Design ccff_chain_loader, sky130hd; sources not shown.
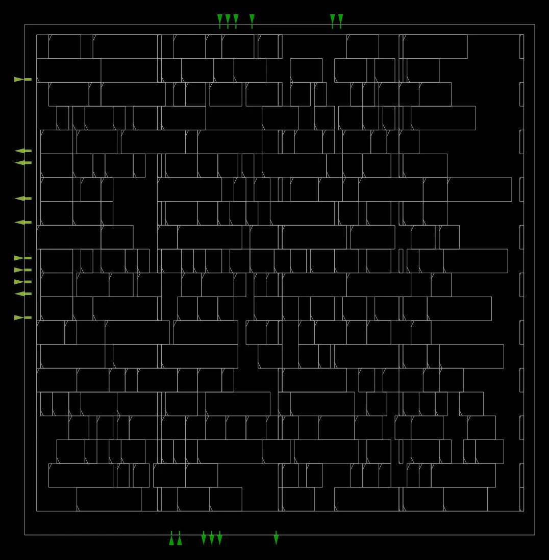
(cell placement)
# Taps: 44
row count: 20
Flops: 34

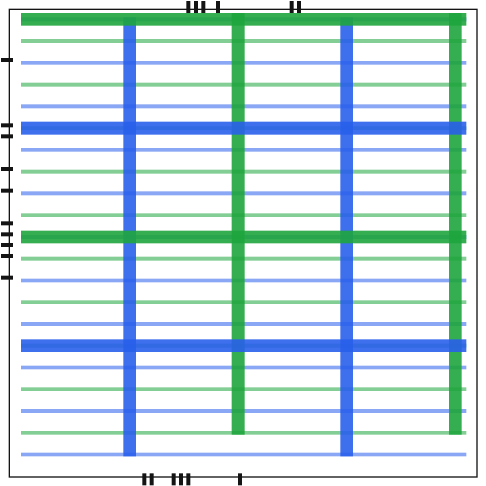
(supply network)
Drawn at 8 px/um. Pins as bars on the die edge.
| net | colour |
|---|---|
| VDD | green |
| VSS | blue |
rows: 20
signal pins: 22
die x size: 58.3 um
worst vdd ir: 0.000198 V
Die Ht: 58.3 um
core area: 0.00303 mm^2

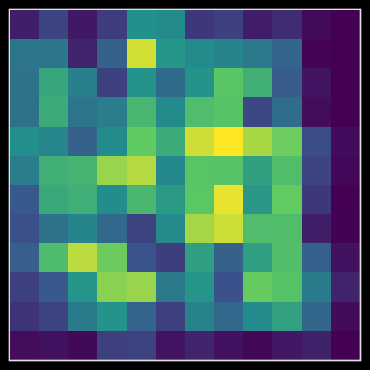
(wire density map)
Drawn at 6 px/um. 12 x 12 tiles, from dark purple (low) to yellow (high), scaled to the fullest tile. Values are wire area over tile area, all layers added.
nearly empty tiles: 6.2%
tiles over half the peak: 35%
mean over tiles: 0.17
emptiest ninth of the die: north-east
fullest tile: 0.41
post-DR wirelength/cell: 12.4 um
total wire length: 3600 um
GRT Total Usage: 23.1%

==> changes_impl.md <==
### Physical design

* Inserted Clock Buffers at 5
* Share of layout cells above drive strength 1 at between 10% and 20%
* Top cells, area: dfxtp_1 36%, nand2b_1 6.0%, mux2i_1 5.4%, nand2_1 3.6%, nor2_1 3.6%
* Cells after synthesis at around 220
* Most frequent cells after synthesis: 34 x dfxtp_1, 18 x nand2_1, 18 x nand2b_1, 18 x nor2_1, 11 x inv_1
* DRC violations left at 0
* CP Launch Type: primary input
* Insertion Delay late pin at 330 ps
* Max-cap violations at 0
* Root Buffer: clkbuf_4
* Yosys top cell by instances: dfxtp_1
* Critical path endpoint category: flip-flop
* Ys async rst share at 0%
* Busiest grt layer: met2
* Setup bufs post-CTS at 0
* CTS tree: yes
* Final instance area at 0.00220 mm^2
* Clock buffer depth at 2
* Status: finished clean
* MUX area fraction at 5.35%
* Max Slew Vio Count at 0
* Clk pin slew, worst setup/hold paths at 100 ps
* R2r setup slk at 2100 ps
* CP Class: primary input to flip-flop
* Total clock sinks at 34
* DR vias at 1,568
* Pwr per Cell Area at 249 mW/mm^2
* Via density at 5.41
* Ant. Diodes at 0
* Yosys reg bits at 34
* Placed Area at 0.00213 mm^2
* Post-synth area from yosys stat at around 0.0019 mm^2
* Nets at Floorplan at approximately 240
* Total leakage power at 0.000871 uW
* Fin crit share at 72.8%
* Unrepaired setup endpoints after global routing: no
* Routability-driven placement congestion ratio at about 0.79
* Worst Path Max Fanout at 10
* OpenROAD warning count at 28
* P&R area growth vs syn at 17.8%
* Post-Synth Adder-Cell Area at 3.35%
* Top area contributor share at 36.4%
* Fin Setup TNS at 0 ps
* Max Freq at 286 MHz
* Met1 usage at a little under a third
* Worst R2R Path Depth at 10
* ANT nets after route at 0
* Met2 wire length at 1730 um
* Crit path DAT at 3610 ps
* Yosys xor share at 3.75%
* Grt ovf at 0
* Worst slew margin at about 66%
* Largest net degree at the start of global routing at 11
* Die area at 0.00340 mm^2
* Seq share, synth at 36.4%
* Initial drt markers at 69
* Met2 usage at around 37%
* Ys flop type: dfxtp_1
* Tmin final at 3490 ps
* Port Buf Inserts at 21
* Post-Synth Simple-Gate Area at 27.0%
-- through the flow --
stage / setup slack (ps) / utilization (%) / cells / hold WS (ps) / total power [uW]
2_1_floorplan: 1520 / - / 217 / 292 / 339
3_3_place_gp: 1120 / 70.5 / 282 / 302 / 362
3_5_place_dp: 1100 / 70.5 / 282 / 313 / 362
4_1_cts: 1450 / 73.1 / 290 / 333 / 555
5_1_grt: 1190 / 72.7 / 290 / 351 / 571
6_report: 1310 / 72.7 / 290 / 331 / 547
-- power breakdown --
group | leakage [uW] | switching (uW) | internal, uW
Sequential | 0.000275 | 3.50 | 287
Combinational | 0.000551 | 33.7 | 29.6
Clock | 0.0000446 | 93.0 | 100
Total | 0.000871 | 130 | 417
-- critical path: stages --
cell and delay [ps]:
dlygate4sd3_1 570, a21o_1 160, clkbuf_1 200, or2_2 390, clkbuf_1 250, o31ai_1 350, or3b_1 380, a21oi_1 120
-- cell type report --
type	instances	area, um^2
Timing Repair Buffer	21	210
Multi-Input combinational cell	159	1060
Tap cell	44	55.1
Sequential cell	34	681
Clock buffer	8	78.8
Fill cell	234	826
Buffer	13	80.1
Inverter	11	41.3
-- placed cells by master, fill, tap and decap left out, types with 5 or more instances in the layout --
| master | instances |
|---|---|
| xnor2_1 | 5 |
| o22ai_1 | 7 |
| nand2_1 | 18 |
| dlygate4sd3_1 | 11 |
| nand2b_1 | 18 |
| o21bai_1 | 6 |
| o21ai_0 | 9 |
| a22oi_1 | 7 |
| clkbuf_4 | 5 |
| dfxtp_1 | 34 |
| mux2i_1 | 10 |
| nand2b_2 | 5 |
| clkbuf_1 | 7 |
| clkdlybuf4s50_1 | 10 |
| ha_1 | 5 |
| a21oi_1 | 9 |
| nor2_1 | 18 |
| inv_1 | 11 |
Power is estimated from default activity; no workload was simulated.
